run_1/layer_met1.png
Drawn at 8 px/um. Supply wires on this layer in grey.
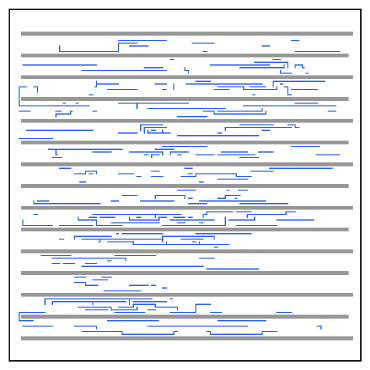
run_1/layer_met2.png
Drawn at 6 px/um.
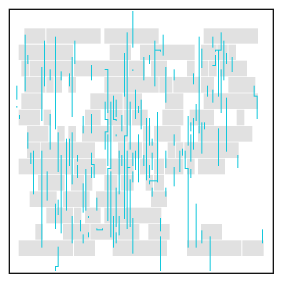
run_1/layer_met3.png
Drawn at 8 px/um.
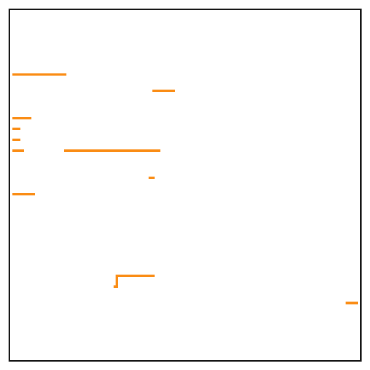
==> config.mk <==
export PLATFORM = sky130hd
export DESIGN_NAME = ped_crossing_ctrl
export DESIGN_NICKNAME = d
export VERILOG_FILES = /design/src/rtl/traffic_pkg.sv /design/src/rtl/btn_debounce.sv /design/src/rtl/ped_crossing_ctrl.sv
export SDC_FILE = /design/constraint.sdc
export NUM_CORES = 1
export LEC_CHECK = 0
export CORE_UTILIZATION = 50
export DETAILED_ROUTE_END_ITERATION = 7
export HOLD_SLACK_MARGIN = 0.05
export PLACE_DENSITY = 0.73
export SYNTH_ARGS = -nofsm -noshare
export SYNTH_HDL_FRONTEND = slang
export SYNTH_SLANG_ARGS = --single-unit
==> constraint.sdc <==
create_clock -name clk -period 2.94 [get_ports clk]
set_input_delay 0.588 -clock clk [delete_from_list [all_inputs] [get_ports clk]]
set_output_delay 0.588 -clock clk [all_outputs]
set_load 0.02 [all_outputs]
==> src/rtl/traffic_pkg.sv <==
// Shared types, default phase lengths and small helpers for the traffic-light
// and pedestrian-crossing stages.
package traffic_pkg;

   // Vehicle lamp state as presented by the upstream traffic-light stage.
   typedef enum logic [1:0] {
      LAMP_RED    = 2'd0,
      LAMP_GREEN  = 2'd1,
      LAMP_YELLOW = 2'd2
   } lamp_t;

   // Pedestrian crossing phases.
   typedef enum logic [1:0] {
      IDLE  = 2'd0,
      WALK  = 2'd1,
      FLASH = 2'd2
   } ped_state_t;

   localparam int DEF_WALK_CYCLES     = 3;
   localparam int DEF_FLASH_CYCLES    = 2;
   localparam int DEF_DEBOUNCE_CYCLES = 4;

   // Larger of two integers, used to size the shared phase timer.
   function automatic int max_int(input int a, input int b);
      return (a > b) ? a : b;
   endfunction

   // True when exactly one of the three vehicle lamps is lit.
   function automatic logic lamps_onehot(input logic r, input logic g, input logic y);
      logic [1:0] sum;
      sum = {1'b0, r} + {1'b0, g} + {1'b0, y};
      return (sum == 2'd1);
   endfunction

endpackage

==> src/rtl/btn_debounce.sv <==
// Push-button conditioner: two-flop synchronizer, saturating debounce counter
// and a single press pulse per accepted press.
module btn_debounce
   import traffic_pkg::*;
#(
   parameter int DEBOUNCE_CYCLES = DEF_DEBOUNCE_CYCLES
) (
   input  logic clk,
   input  logic reset_n,
   input  logic btn_async,
   output logic press
);

   localparam int            CW       = $clog2(DEBOUNCE_CYCLES + 1);
   localparam logic [CW-1:0] CNT_LAST = CW'(DEBOUNCE_CYCLES - 1);
   localparam logic [CW-1:0] CNT_MAX  = CW'(DEBOUNCE_CYCLES);

   logic          sync1_q, sync1_d;
   logic          sync2_q, sync2_d;
   logic [CW-1:0] cnt_q, cnt_d;
   logic          press_q, press_d;

   // Next-state: synchronize, count consecutive highs, pulse on the final count.
   always_comb begin
      sync1_d = btn_async;
      sync2_d = sync1_q;
      cnt_d   = cnt_q;
      press_d = 1'b0;
      if (sync2_q) begin
         // Counter saturates so a held button produces only one pulse.
         if (cnt_q != CNT_MAX) begin
            cnt_d = cnt_q + CW'(1);
         end else begin
            cnt_d = cnt_q;
         end
         press_d = (cnt_q == CNT_LAST);
      end else begin
         cnt_d   = {CW{1'b0}};
         press_d = 1'b0;
      end
   end

   // Synchronizer, counter and pulse registers.
   always_ff @(posedge clk or negedge reset_n) begin
      if (!reset_n) begin
         sync1_q <= 1'b0;
         sync2_q <= 1'b0;
         cnt_q   <= {CW{1'b0}};
         press_q <= 1'b0;
      end else begin
         sync1_q <= sync1_d;
         sync2_q <= sync2_d;
         cnt_q   <= cnt_d;
         press_q <= press_d;
      end
   end

   assign press = press_q;

endmodule

==> src/rtl/ped_crossing_ctrl.sv <==
// Pedestrian crossing controller: grants a timed WALK / flashing phase inside
// a vehicle RED phase when a debounced request is pending and lamps are sane.
module ped_crossing_ctrl
   import traffic_pkg::*;
#(
   parameter int WALK_CYCLES     = DEF_WALK_CYCLES,
   parameter int FLASH_CYCLES    = DEF_FLASH_CYCLES,
   parameter int DEBOUNCE_CYCLES = DEF_DEBOUNCE_CYCLES
) (
   input  logic clk,
   input  logic reset_n,
   input  logic red,
   input  logic green,
   input  logic yellow,
   input  logic ped_btn,
   output logic walk,
   output logic dont_walk,
   output logic req_pending,
   output logic served,
   output logic fault
);

   localparam int            TW         = $clog2(max_int(WALK_CYCLES, FLASH_CYCLES) + 1);
   localparam logic [TW-1:0] WALK_LOAD  = TW'(WALK_CYCLES - 1);
   localparam logic [TW-1:0] FLASH_LOAD = TW'(FLASH_CYCLES - 1);

   ped_state_t    state_q, state_d;
   logic [TW-1:0] timer_q, timer_d;
   logic          red_q, red_d;
   logic          walk_q, walk_d;
   logic          dont_walk_q, dont_walk_d;
   logic          req_q, req_d;
   logic          served_q, served_d;
   logic          fault_q, fault_d;
   logic          press_s;
   logic          red_rise_s;
   logic          grant_s;
   logic          abort_s;

   btn_debounce #(
      .DEBOUNCE_CYCLES (DEBOUNCE_CYCLES)
   ) u_btn_debounce (
      .clk       (clk),
      .reset_n   (reset_n),
      .btn_async (ped_btn),
      .press     (press_s)
   );

   // Phase sequencing, timer, request latch, fault latch and lamp decode.
   always_comb begin
      red_d      = red;
      red_rise_s = red & ~red_q;
      // Grant looks only at the registered request, so a press landing on
      // the red rise waits for the next RED phase.
      grant_s    = (state_q == IDLE) & red_rise_s & req_q & ~fault_q;
      abort_s    = (state_q != IDLE) & (~red | fault_q);
      state_d    = state_q;
      timer_d    = timer_q;
      served_d   = 1'b0;

      case (state_q)
         IDLE: begin
            if (grant_s) begin
               state_d = WALK;
               timer_d = WALK_LOAD;
            end else begin
               state_d = IDLE;
            end
         end
         WALK: begin
            if (abort_s) begin
               state_d  = IDLE;
               timer_d  = {TW{1'b0}};
               served_d = 1'b1;
            end else if (timer_q == {TW{1'b0}}) begin
               state_d = FLASH;
               timer_d = FLASH_LOAD;
            end else begin
               timer_d = timer_q - TW'(1);
            end
         end
         FLASH: begin
            if (abort_s) begin
               state_d  = IDLE;
               timer_d  = {TW{1'b0}};
               served_d = 1'b1;
            end else if (timer_q == {TW{1'b0}}) begin
               state_d  = IDLE;
               served_d = 1'b1;
            end else begin
               timer_d = timer_q - TW'(1);
            end
         end
         default: begin
            state_d = IDLE;
            timer_d = {TW{1'b0}};
         end
      endcase

      // Clear on grant beats a simultaneous press; presses during WALK drop.
      if (grant_s) begin
         req_d = 1'b0;
      end else if (press_s && ((state_q == IDLE) || (state_q == FLASH))) begin
         req_d = 1'b1;
      end else begin
         req_d = req_q;
      end

      fault_d = fault_q | ~lamps_onehot(red, green, yellow);

      walk_d = (state_d == WALK);
      case (state_d)
         IDLE:    dont_walk_d = 1'b1;
         WALK:    dont_walk_d = 1'b0;
         // First FLASH cycle shows 1, then the lamp toggles every cycle.
         FLASH:   dont_walk_d = (state_q == FLASH) ? ~dont_walk_q : 1'b1;
         default: dont_walk_d = 1'b1;
      endcase
   end

   // State, timer and registered outputs.
   always_ff @(posedge clk or negedge reset_n) begin
      if (!reset_n) begin
         state_q     <= IDLE;
         timer_q     <= {TW{1'b0}};
         red_q       <= 1'b0;
         walk_q      <= 1'b0;
         dont_walk_q <= 1'b1;
         req_q       <= 1'b0;
         served_q    <= 1'b0;
         fault_q     <= 1'b0;
      end else begin
         state_q     <= state_d;
         timer_q     <= timer_d;
         red_q       <= red_d;
         walk_q      <= walk_d;
         dont_walk_q <= dont_walk_d;
         req_q       <= req_d;
         served_q    <= served_d;
         fault_q     <= fault_d;
      end
   end

   assign walk        = walk_q;
   assign dont_walk   = dont_walk_q;
   assign req_pending = req_q;
   assign served      = served_q;
   assign fault       = fault_q;

endmodule

==> flow_summary.toml, run 1 <==
# implementation run metrics
[power]
combPwrFrac_pct = 19.4
intPower_uw = 374
p_comb_uw = 99.9
p_leak_nw = 0.489
clk-power_uw = 147
power_leader = "sequential cells"
finalPower_uw = 514
ir_drop_v = 0.000298

[clock_network]
post_cts_buffers = 0
cts_root_buffer = "clkbuf_4"
cts.clk_slew.worst_paths_ns = 0.09
cts-resized-gates = 0

[sta]
max_clock_freq_ghz = 0.500
finalMaxSlewViolations = 0
setup_tns_ns = 0
relSlewSlack_pct = 50.7

[job]
warning_count = 31
max_cap_violations = 0

[worst_setup_path]
cp-end-kind = "output port"
startpoint_type = "flop"
crit_type = "reg -> out"
cpPeakStageDelay_ns = 0.59
slowest_stage = "clkdlybuf4s50_1"
r2r_setup_slack_ns = 1.20
path_delay_family = "buffers and inverters"

[synthesis]
synth_area_per_cell_sq_um = 11.2
ys_top_cells_by_count = "15 x dfrtp_1, 11 x inv_1, 9 x ha_1, 6 x nand2_1, 4 x nor2_1"
synth_top_area_share_pct = 43.0
top_area_cell = "dfrtp_1"
synth_warnings = 0
ys_sh_adder_pct = 15.2
synth_seq_share_pct = 46.1
simple_gate_area_share_pct = 15.9
syn_area_sq_um = 872
yosys_most_used_dff = "dfrtp_1"
synth-compound-area-share_pct = 14.2
edf_count = 0
synth_cells = 78

[cells_and_area]
num-nonclk-buffers = 10
bufAreaShareNonClock_pct = 9.73
mi_logic_area_sq_um = 425
final_cell_count_no_fill = 108
nClkBuffers = 4
seq-cell-share_pct = 39.1
layout_top_cells = "15 x dfrtp_1, 11 x inv_1, 10 x clkdlybuf4s50_1"
largest_class = "logic gates"

[global_route]
grt_pass1_vias = 560
antenna_found_initial = 0
grt_max_degree = 17
grt_use_total_pct = 17.7

[worst_hold_path]
worstHoldStart = "u_btn_debounce.sync1_q"
whs_path_depth = 0
holdPathEnd = "u_btn_debounce.sync2_q"
hold_path.class = "reg -> reg"

[route]
dr_wl_met3_um = 35
viasPerCell = 5.31
drc = 0
ant_nets = 0

[status]
status = "complete, no violations"

[floorplanning]
n_tap_cell = 16
die_width_um = 43.8

[place]
place_area_sq_um = 992
dp.final_hpwl_um = 1040
Back to the opening pictures, layer_met1.png:
96 nets have wire on it. The layer carries 701 um of wire. The layer holds 51% of the routed length. The longest straight run is 15.2 um.
total vias in the final route: 574
Total Wirelength: 1380 um
GR met1 Demand/Resource: 23.9%

Back to the opening pictures, layer_met2.png:
The layer carries 612 um of wire. 86 nets have wire on it. The wires run mostly vertical.
met2 Resource Use GR: 26.6%

Back to the opening pictures, layer_met3.png:
8 nets have wire on it. The layer holds 2.6% of the routed length. The wires run mostly horizontal. The longest straight run is 11.7 um.
met3 GRT Util: 3.75%

==> run 1 -> run 2 <==
--- a/config.mk
+++ b/config.mk
@@ -5,10 +5,10 @@
 export SDC_FILE = /design/constraint.sdc
 export NUM_CORES = 1
 export LEC_CHECK = 0
-export CORE_UTILIZATION = 50
+export CORE_UTILIZATION = 47
 export DETAILED_ROUTE_END_ITERATION = 7
 export HOLD_SLACK_MARGIN = 0.05
-export PLACE_DENSITY = 0.73
+export PLACE_DENSITY = 0.72
 export SYNTH_ARGS = -nofsm -noshare
 export SYNTH_HDL_FRONTEND = slang
 export SYNTH_SLANG_ARGS = --single-unit
==> constraint.sdc (replaced) <==
create_clock -name clk -period 1.65 [get_ports clk]
set_input_delay 0.33 -clock clk [delete_from_list [all_inputs] [get_ports clk]]
set_output_delay 0.33 -clock clk [all_outputs]
set_load 0.02 [all_outputs]
==> run 2 against run 1 <==
Combinational power up 73%. Sequential share of layout area down 2.9 points. Largest power group unchanged. Critical endpoint is now dont_walk. Largest cell class unchanged. Global-route usage up 0.56 points. Highest routed layer unchanged. First-iteration DRC count down 82%. Area after synthesis unchanged.
==> flow_summary.toml, run 2 <==
# implementation run metrics
[synthesis]
yosys_cells = 78
synth_area_per_cell_sq_um = 11.2
simple_gate_area_share_pct = 15.9
synth_seq_share_pct = 46.1
synth_cells = 78
edf_count = 0
synth-compound-area-share_pct = 14.2
synth_top_area_share_pct = 43.0
syn_area_sq_um = 872
ys_top_cells_by_count = "15 x dfrtp_1, 11 x inv_1, 9 x ha_1, 6 x nand2_1, 4 x nor2_1"
ys_sh_adder_pct = 15.2
top_area_cell = "dfrtp_1"
synth_warnings = 0
yosys_most_used_dff = "dfrtp_1"

[power]
ir_drop_v = 0.000625
clk-power_uw = 257
finalPower_uw = 906
intPower_uw = 660
combPwrFrac_pct = 19.0
p_switching_uw = 246
p_comb_uw = 173
seq-power_uw = 476
power_leader = "sequential cells"

[cells_and_area]
bufAreaShareNonClock_pct = 14.7
seq-cell-share_pct = 36.1
mi_logic_area_sq_um = 434
nClkBuffers = 4
layout_top_cells = "15 x dfrtp_1, 11 x inv_1, 9 x buf_4"
largest_class = "logic gates"
comb_cells = 50
drive_above_1_share_pct = 23.8
num-nonclk-buffers = 19
final_cell_count_no_fill = 126
seq_area_sq_um = 402

[global_route]
grt_pass1_vias = 645
grtUsageMet3_pct = 3.60
grt_max_degree = 17
grt-busiest-layer = "met2"
grt_use_met1_pct = 21.5
antenna_found_initial = 0

[clock_network]
cts_buffers = 3
cts_tree = "built"
ctsHtreeMaxLevel = 1
cts.clk_slew.worst_paths_ns = 0.10
cts-resized-gates = 3

[sta]
relSlewSlack_pct = 79.2
max_clock_freq_ghz = 0.628
finalMaxSlewViolations = 0
setup_tns_ns = 0

[status]
status = "complete, no violations"

[route]
viasPerCell = 4.82
ant_nets = 0
drc = 0
dr_wl_met3_um = 34

[floorplanning]
die_width_um = 45.1
n_tap_cell = 25

[worst_setup_path]
slowest_stage = "a2111o_1"
path_delay_family = "AND-OR/OR-AND gates"
startpoint_type = "flop"
crit_cells = 6
critPathLaunch = "state_q[0]"
r2r_setup_slack_ns = 0.06
cpPeakStageDelay_ns = 0.39
crit_required_ns = 1.86
cp-end-kind = "flop"

[worst_hold_path]
hold_path.class = "in -> async"

[place]
dp.final_hpwl_um = 1150
place_area_sq_um = 1070
dpl.cell_count = 122

[job]
max_cap_violations = 0
warning_count = 32
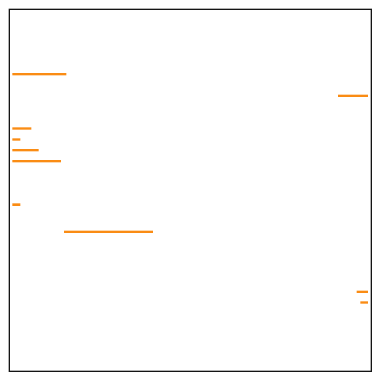
run_2/layer_met3.png
Drawn at 8 px/um.
The layer holds 2.4% of the routed length. The wires run mostly horizontal. The longest straight run is 10.8 um. 9 nets have wire on it. The layer carries 34.7 um of wire.
total vias in the final route: 607
Total Wirelength: 1460 um

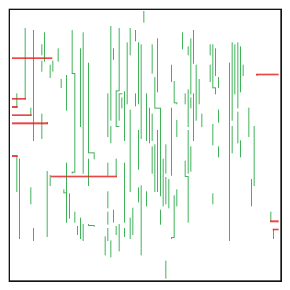
run_2/wires.png
Drawn at 6 px/um. Two of the layers only.
metal 3: in red, wire length 34.7 um. metal 2: in green, wire length 729 um.
WL/cell: 11.6 um
global router's overall resource usage: 18.2%

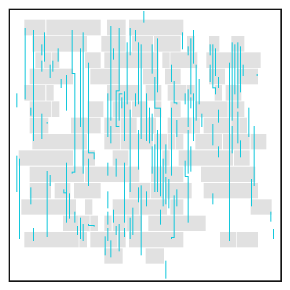
run_2/layer_met2.png
Drawn at 6 px/um.
The layer carries 729 um of wire. 100 nets have wire on it. The layer holds 50% of the routed length. The wires run mostly vertical.
met2 Resource Use GR: 29.6%

No activity file was given, so power comes from the tool's default toggle rates.
